met1.png
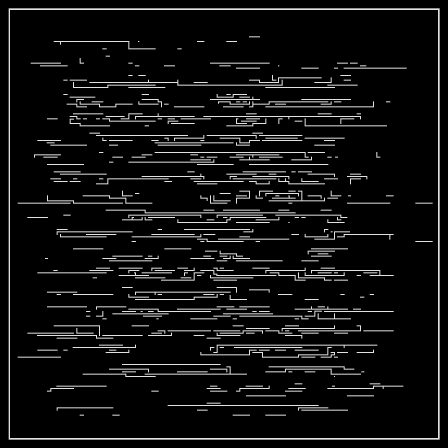
met2.png
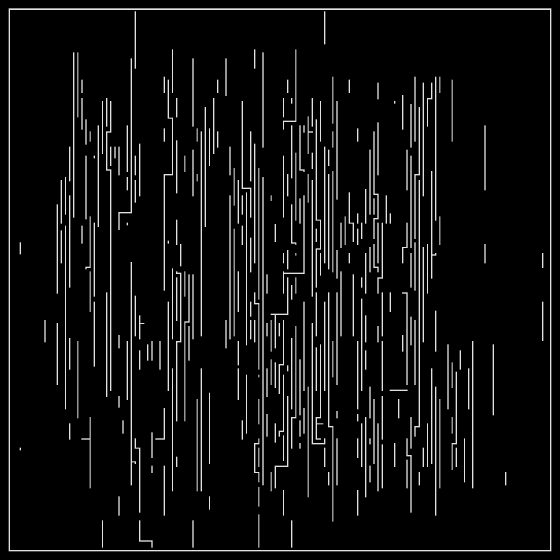
[src/rtl/pacman_video_timing_if.sv]
// Raster timing bundle from pacman_video_timing to the game renderer.
interface pacman_video_timing_if #(
    parameter int unsigned SX_W = 8,
    parameter int unsigned SY_W = 9
);
    logic            vga_pix_stb;
    logic            hsync;
    logic            vsync;
    logic            display_enabled;
    logic            game_pix_stb;
    logic            frame_stb;
    logic [SX_W-1:0] sx;
    logic [SY_W-1:0] sy;

    modport master (
        output vga_pix_stb, hsync, vsync, display_enabled, game_pix_stb, frame_stb, sx, sy
    );
    modport slave (
        input vga_pix_stb, hsync, vsync, display_enabled, game_pix_stb, frame_stb, sx, sy
    );
endinterface

[src/rtl/pacman_video_timing.sv]
// VGA raster counters, sync decode and centred game-window coordinates for pacman_game.
// Define PACMAN_VIDEO_SYNC_ALIGN_EN to delay hsync/vsync/display_enabled by 2 pixels.
module pacman_video_timing #(
    parameter int unsigned CLK_DIV  = 4,
    parameter int unsigned H_ACTIVE = 640,
    parameter int unsigned H_FP     = 16,
    parameter int unsigned H_SYNC   = 96,
    parameter int unsigned H_BP     = 48,
    parameter int unsigned V_ACTIVE = 480,
    parameter int unsigned V_FP     = 10,
    parameter int unsigned V_SYNC   = 2,
    parameter int unsigned V_BP     = 33,
    parameter int unsigned GAME_W   = 224,
    parameter int unsigned GAME_H   = 288,
    parameter int unsigned H_OFF    = 208,
    parameter int unsigned V_OFF    = 96,
    parameter bit          SYNC_NEG = 1'b1
) (
    input logic                   clk,
    input logic                   rst,
    pacman_video_timing_if.master vid
);
    localparam int unsigned H_TOTAL = H_ACTIVE + H_FP + H_SYNC + H_BP;
    localparam int unsigned V_TOTAL = V_ACTIVE + V_FP + V_SYNC + V_BP;
    localparam int unsigned HW      = $clog2(H_TOTAL);
    localparam int unsigned VW      = $clog2(V_TOTAL);
    localparam int unsigned DW      = (CLK_DIV > 1) ? $clog2(CLK_DIV) : 1;
    localparam int unsigned SXW     = $clog2(GAME_W);
    localparam int unsigned SYW     = $clog2(GAME_H);

    localparam logic [DW-1:0] DIV_LAST = DW'(CLK_DIV - 1);
    localparam logic [HW-1:0] H_LAST   = HW'(H_TOTAL - 1);
    localparam logic [HW-1:0] H_ACT_C  = HW'(H_ACTIVE);
    localparam logic [HW-1:0] HS_BEG   = HW'(H_ACTIVE + H_FP);
    localparam logic [HW-1:0] HS_END   = HW'(H_ACTIVE + H_FP + H_SYNC);
    localparam logic [HW-1:0] HWIN_BEG = HW'(H_OFF);
    localparam logic [HW-1:0] HWIN_END = HW'(H_OFF + GAME_W);
    localparam logic [VW-1:0] V_LAST   = VW'(V_TOTAL - 1);
    localparam logic [VW-1:0] V_ACT_C  = VW'(V_ACTIVE);
    localparam logic [VW-1:0] VS_BEG   = VW'(V_ACTIVE + V_FP);
    localparam logic [VW-1:0] VS_END   = VW'(V_ACTIVE + V_FP + V_SYNC);
    localparam logic [VW-1:0] VWIN_BEG = VW'(V_OFF);
    localparam logic [VW-1:0] VWIN_END = VW'(V_OFF + GAME_H);
    localparam logic          SYNC_IDLE = SYNC_NEG;
    localparam logic          SYNC_ACT  = ~SYNC_NEG;

    initial begin
        if (H_OFF + GAME_W > H_ACTIVE) $error("game window exceeds horizontal active area");
        if (V_OFF + GAME_H > V_ACTIVE) $error("game window exceeds vertical active area");
    end

    logic [DW-1:0]  div_q;
    logic [HW-1:0]  hcnt_q;
    logic [VW-1:0]  vcnt_q;
    logic           tick, h_last, v_last, de_dec, hs_dec, vs_dec, in_win;
    logic           pix_q, gp_q, fs_q, hs_q, vs_q, de_q;
    logic [SXW-1:0] sx_q;
    logic [SYW-1:0] sy_q;

    always_comb begin
        tick   = (div_q == DIV_LAST);
        h_last = (hcnt_q == H_LAST);
        v_last = (vcnt_q == V_LAST);
        de_dec = (hcnt_q < H_ACT_C) && (vcnt_q < V_ACT_C);
        hs_dec = (hcnt_q >= HS_BEG) && (hcnt_q < HS_END);
        vs_dec = (vcnt_q >= VS_BEG) && (vcnt_q < VS_END);
        in_win = (hcnt_q >= HWIN_BEG) && (hcnt_q < HWIN_END) &&
                 (vcnt_q >= VWIN_BEG) && (vcnt_q < VWIN_END);
    end

    // Level outputs only move on tick; strobes are rewritten every clk so they stay 1 clk wide.
    always_ff @(posedge clk) begin
        if (rst) begin
            div_q  <= '0;
            hcnt_q <= '0;
            vcnt_q <= '0;
            pix_q  <= 1'b0;
            gp_q   <= 1'b0;
            fs_q   <= 1'b0;
            hs_q   <= SYNC_IDLE;
            vs_q   <= SYNC_IDLE;
            de_q   <= 1'b0;
            sx_q   <= '0;
            sy_q   <= '0;
        end else begin
            div_q <= tick ? '0 : div_q + 1'b1;
            pix_q <= tick;
            gp_q  <= tick && in_win;
            fs_q  <= tick && (hcnt_q == '0) && (vcnt_q == '0);
            if (tick) begin
                hcnt_q <= h_last ? '0 : hcnt_q + 1'b1;
                if (h_last) begin
                    vcnt_q <= v_last ? '0 : vcnt_q + 1'b1;
                end
                hs_q <= hs_dec ? SYNC_ACT : SYNC_IDLE;
                vs_q <= vs_dec ? SYNC_ACT : SYNC_IDLE;
                de_q <= de_dec;
                sx_q <= in_win ? SXW'(hcnt_q - HWIN_BEG) : '0;
                sy_q <= in_win ? SYW'(vcnt_q - VWIN_BEG) : '0;
            end
        end
    end

`ifdef PACMAN_VIDEO_SYNC_ALIGN_EN
    logic [1:0] hs_dly_q, vs_dly_q, de_dly_q;

    always_ff @(posedge clk) begin
        if (rst) begin
            hs_dly_q <= {2{SYNC_IDLE}};
            vs_dly_q <= {2{SYNC_IDLE}};
            de_dly_q <= 2'b00;
        end else if (tick) begin
            hs_dly_q <= {hs_dly_q[0], hs_q};
            vs_dly_q <= {vs_dly_q[0], vs_q};
            de_dly_q <= {de_dly_q[0], de_q};
        end
    end

    assign vid.hsync           = hs_dly_q[1];
    assign vid.vsync           = vs_dly_q[1];
    assign vid.display_enabled = de_dly_q[1];
`else
    assign vid.hsync           = hs_q;
    assign vid.vsync           = vs_q;
    assign vid.display_enabled = de_q;
`endif

    assign vid.vga_pix_stb  = pix_q;
    assign vid.game_pix_stb = gp_q;
    assign vid.frame_stb    = fs_q;
    assign vid.sx           = sx_q;
    assign vid.sy           = sy_q;
endmodule

[src/flat_wrapper.sv]
// flat-port wrapper written by rule: the top's interface ports become plain ports
module pacman_video_timing_flat 
#(
    parameter int unsigned CLK_DIV  = 4,
    parameter int unsigned H_ACTIVE = 640,
    parameter int unsigned H_FP     = 16,
    parameter int unsigned H_SYNC   = 96,
    parameter int unsigned H_BP     = 48,
    parameter int unsigned V_ACTIVE = 480,
    parameter int unsigned V_FP     = 10,
    parameter int unsigned V_SYNC   = 2,
    parameter int unsigned V_BP     = 33,
    parameter int unsigned GAME_W   = 224,
    parameter int unsigned GAME_H   = 288,
    parameter int unsigned H_OFF    = 208,
    parameter int unsigned V_OFF    = 96,
    parameter bit          SYNC_NEG = 1'b1
)
  (clk, rst, vid_vga_pix_stb, vid_hsync, vid_vsync, vid_display_enabled, vid_game_pix_stb, vid_frame_stb, vid_sx, vid_sy);
  pacman_video_timing_if #(.SX_W(3), .SY_W(3)) vid_i ();
  input logic clk;
  input logic rst;
  output wire logic [$bits(vid_i.vga_pix_stb)-1:0] vid_vga_pix_stb;
  output wire logic [$bits(vid_i.hsync)-1:0] vid_hsync;
  output wire logic [$bits(vid_i.vsync)-1:0] vid_vsync;
  output wire logic [$bits(vid_i.display_enabled)-1:0] vid_display_enabled;
  output wire logic [$bits(vid_i.game_pix_stb)-1:0] vid_game_pix_stb;
  output wire logic [$bits(vid_i.frame_stb)-1:0] vid_frame_stb;
  output wire logic [$bits(vid_i.sx)-1:0] vid_sx;
  output wire logic [$bits(vid_i.sy)-1:0] vid_sy;
  assign vid_vga_pix_stb = vid_i.vga_pix_stb;
  assign vid_hsync = vid_i.hsync;
  assign vid_vsync = vid_i.vsync;
  assign vid_display_enabled = vid_i.display_enabled;
  assign vid_game_pix_stb = vid_i.game_pix_stb;
  assign vid_frame_stb = vid_i.frame_stb;
  assign vid_sx = vid_i.sx;
  assign vid_sy = vid_i.sy;
  pacman_video_timing #(.CLK_DIV(CLK_DIV), .H_ACTIVE(H_ACTIVE), .H_FP(H_FP), .H_SYNC(H_SYNC), .H_BP(H_BP), .V_ACTIVE(V_ACTIVE), .V_FP(V_FP), .V_SYNC(V_SYNC), .V_BP(V_BP), .GAME_W(GAME_W), .GAME_H(GAME_H), .H_OFF(H_OFF), .V_OFF(V_OFF), .SYNC_NEG(SYNC_NEG)) u_core (.clk(clk), .rst(rst), .vid(vid_i));
endmodule
[config.mk]
export PLATFORM = sky130hd
export DESIGN_NAME = pacman_video_timing_flat
export DESIGN_NICKNAME = d
export VERILOG_FILES = /design/src/rtl/pacman_video_timing_if.sv /design/src/rtl/pacman_video_timing.sv /design/src/flat_wrapper.sv
export SDC_FILE = /design/constraint.sdc
export NUM_CORES = 1
export LEC_CHECK = 0
export CORE_MARGIN = 2
export CORE_UTILIZATION = 50
export CTS_CLUSTER_SIZE = 20
export DETAILED_ROUTE_END_ITERATION = 16
export GPL_TIMING_DRIVEN = 0
export PLACE_DENSITY_LB_ADDON = 0.08
export SYNTH_ARGS = -nofsm -noshare
export SYNTH_HDL_FRONTEND = slang
export SYNTH_SLANG_ARGS = --single-unit
[constraint.sdc]
create_clock -name clk -period 1.82 [get_ports clk]
set_input_delay 0.273 -clock clk [delete_from_list [all_inputs] [get_ports clk]]
set_output_delay 0.273 -clock clk [all_outputs]
set_load 0.01 [all_outputs]
==> flow_metrics.env <==
# yosys + openroad results
export IMPL_die_h_um=60.40
export IMPL_grt_pass1_wl_um=6127
export IMPL_hold_violations=0
export IMPL_slowest_stage="or4_1"
export IMPL_wl_met3_um=182
export IMPL_drt_met1_wl_um=1659
export IMPL_p_int_w=0.0009665
export IMPL_crit_chain="buf_2 > nand4bb_4 > or3_1 > or4_1 > a21oi_1"
export IMPL_path_clk_slew_ns=0.10
export IMPL_setup_slack_ns=0.04099
export IMPL_relSlewSlack_pct=58.48
export IMPL_swShare_pct=23.86
export IMPL_synth_area_top_cells="dfxtp_1 (43%), ha_1 (4.7%), a21oi_1 (4.4%), nor2_1 (4.0%), xnor2_1 (3.9%)"
export IMPL_viasPerCell=5.756
export IMPL_clock_skew_final_ns=0.006470
export IMPL_switchingPower_w=0.0003029
export IMPL_numCtsBuffers=5
export IMPL_fp_nets=190
export IMPL_status="completed"
export IMPL_fp_dieW_um=60.40
export IMPL_edf_count=0
export IMPL_cts_hold_buf=0
export IMPL_grt_use_met3_pct=6.610
export IMPL_drt_initial_drc_count=60
export IMPL_place_gp_congestion=0.8669
export IMPL_ant_nets=0
export IMPL_routed_top_layer="met4"
export IMPL_p_comb_share_pct=5.3
export IMPL_irDropWorstVdd_mv=0.4337
export IMPL_clock_path_buffers=2
export IMPL_yosys_stat_area_um2=1590
export IMPL_cp_num_buf_inv=1
export IMPL_synthArstFlopShare_pct=0
export IMPL_power_leakage_nw=0.6674
export IMPL_synth_flops=34
export IMPL_n_fill_cell=250
export IMPL_worstSetupStartpointType="flop"
export IMPL_top_usage_layer="met2"
export IMPL_rows=20
export IMPL_syn_mean_instance_area_um2=8.738
export IMPL_cts_tree="yes"
export IMPL_core_util_floorplan_pct=52.52
export IMPL_top_cell_area_share_pct=42.80
export IMPL_antenna_cells=0
export IMPL_io_buffers=13
export IMPL_path_class="flop to flop"
export IMPL_yosysTopAreaCell="dfxtp_1"
export IMPL_path_max_fanout=8
export IMPL_flop_cell="dfxtp_1"
export IMPL_grt_pass1_vias=1304
export IMPL_drv_cap=0
export IMPL_final_cell_mix="dfxtp_1 (24), nor2_1 (17), a21oi_1 (14), clkdlybuf4s50_1 (13), nand2_1 (11)"
export IMPL_cts_sinks=34
export IMPL_seqPwrFrac_pct=59.8
export IMPL_dpl_hpwl_um=2464
export IMPL_required_ns=2.11
export IMPL_setup_violations=0
export IMPL_cp_top_family="simple AND/OR/NAND/NOR gates"
export IMPL_grt_util_all_layers_pct=23.33
export IMPL_hp_class="flop to flop"
export IMPL_final_common_cell="dfxtp_1"
export IMPL_dpl_worst_slack_ns=-0.3637
export IMPL_crit_arrival_ns=2.07
export IMPL_htreeDepth=2
export IMPL_grt_overflow_total=0
export IMPL_nets=213
export IMPL_ios=14
export IMPL_synth_cell_type_count=40
export IMPL_drt_first_pass_iters=4
export IMPL_fmaxAchievable_ghz=0.5621
export IMPL_grt_max_degree=11
export IMPL_warnings=29
export IMPL_post_route_util_pct=65.91
Notes on met1.png above:
main direction: horizontal
share of all routed wire: 45%
longest straight run: 22.5 um
nets with wire on the layer: 191
met1 global-route usage: 30.32%
Vias: 1,439

Notes on met2.png above:
share of all routed wire: 47%
nets with wire on the layer: 177
WL final: 3679 um
routing usage on met2: 34.47%

## area by class of cell
| class | instances | area [um^2] | area share, % |
|---|---|---|---|
| multi-input combinational | 130 | 919.6 | 46.08 |
| sequential | 34 | 703.2 | 35.24 |
| timing repair buffer | 18 | 167.7 | 8.401 |
| buffer | 8 | 60.06 | 3.009 |
| clock buffer | 7 | 55.05 | 2.759 |
| tap | 44 | 55.05 | 2.759 |
| inverter | 8 | 30.03 | 1.505 |
| clock inverter | 1 | 5.005 | 0.2508 |
## sequential cells by signal, summed over array words and instances, names as in the netlist
register                    count
u_core.vcnt_q                  10
u_core.vid.display_enabled      1
u_core.vid.game_pix_stb         1
u_core.vid.frame_stb            1
u_core.hcnt_q                  10
u_core.sy_q                     3
u_core.vid.vga_pix_stb          1
u_core.vid.hsync                1
u_core.sx_q                     3
u_core.vid.vsync                1
u_core.div_q                    2
## timing repair
| action | in CTS | in global routing |
|---|---|---|
| setup buffers | 2 | 3 |
| setup endpoints to repair | 22 | 16 |
| pin swaps | 5 | 4 |
| endpoints found under the hold margin | 0 | 0 |
| gates resized | 26 | 14 |
## worst paths after layout
path | from | to | slack, ns | depth (start not counted)
worst min register to register | u_core.div_q[0] | u_core.div_q[0] | 0.45 | 1
worst max-delay path | u_core.hcnt_q[9] | u_core.vcnt_q[3] | 0.04 | 5
worst max register to register | u_core.hcnt_q[9] | u_core.vcnt_q[3] | 0.04 | 5
worst min-delay path | u_core.div_q[0] | u_core.div_q[0] | 0.45 | 1
## cells by family after synthesis
| logic type | share of synthesized area, % |
|---|---|
| AOI/OAI and AO/OA | 13.53 |
| xor gates and xnor gates | 4.957 |
| adders and majority gates | 4.721 |
| DFF | 42.80 |
| and+or+nand+nor | 28.95 |
| buffers and inverters | 5.035 |
## worst reg2reg max path, cell delays in order (launching register included)
cell       delay, ns
dfxtp_1         0.31
buf_2           0.21
nand4bb_4       0.16
or3_1           0.41
or4_1           0.49
a21oi_1         0.14
## synthesized netlist by cell type (2+ instances only)
cell       n
nand2_1   11
buf_2      3
a22o_1     6
and2_1     2
clkbuf_1   5
ha_1       6
and3_1     4
nor4b_1    3
xor2_1     2
or3_1      6
nor3_1     6
nand4_1    5
dfxtp_1   34
o21ai_0    6
nor2_1    17
xnor2_1    7
a21oi_1   14
nand2b_1   2
nand3_1   12
nor4_1     3
or4_1      2
inv_1      8
## stage by stage
stage / TNS [ns] / area, um^2 / instances / hold WS (ns) / total power, W
after detailed placement: -4.412 / 1775 / 239 / 0.4167 / 0.0008347
after global routing: -0.04581 / 1996 / 250 / 0.4666 / 0.001323
after global placement: -3.705 / 1775 / 239 / 0.4114 / 0.0008325
final: 0 / 1996 / 250 / 0.4488 / 0.001269
after CTS: 0 / 1964 / 249 / 0.4841 / 0.001274
after floorplan: 0 / 1590 / 182 / 0.3804 / 0.0008110
## power groups by stage
stage               clock (W)  combinational, W  sequential [W]
finish               0.000443         0.0000669        0.000759
global route         0.000484         0.0000780        0.000761
CTS                  0.000448         0.0000669        0.000759
detailed placement          0         0.0000568        0.000778
global placement            0         0.0000552        0.000777
floorplan                   0         0.0000328        0.000778
Power figures rest on the tool's default switching activity, not on a simulated workload.
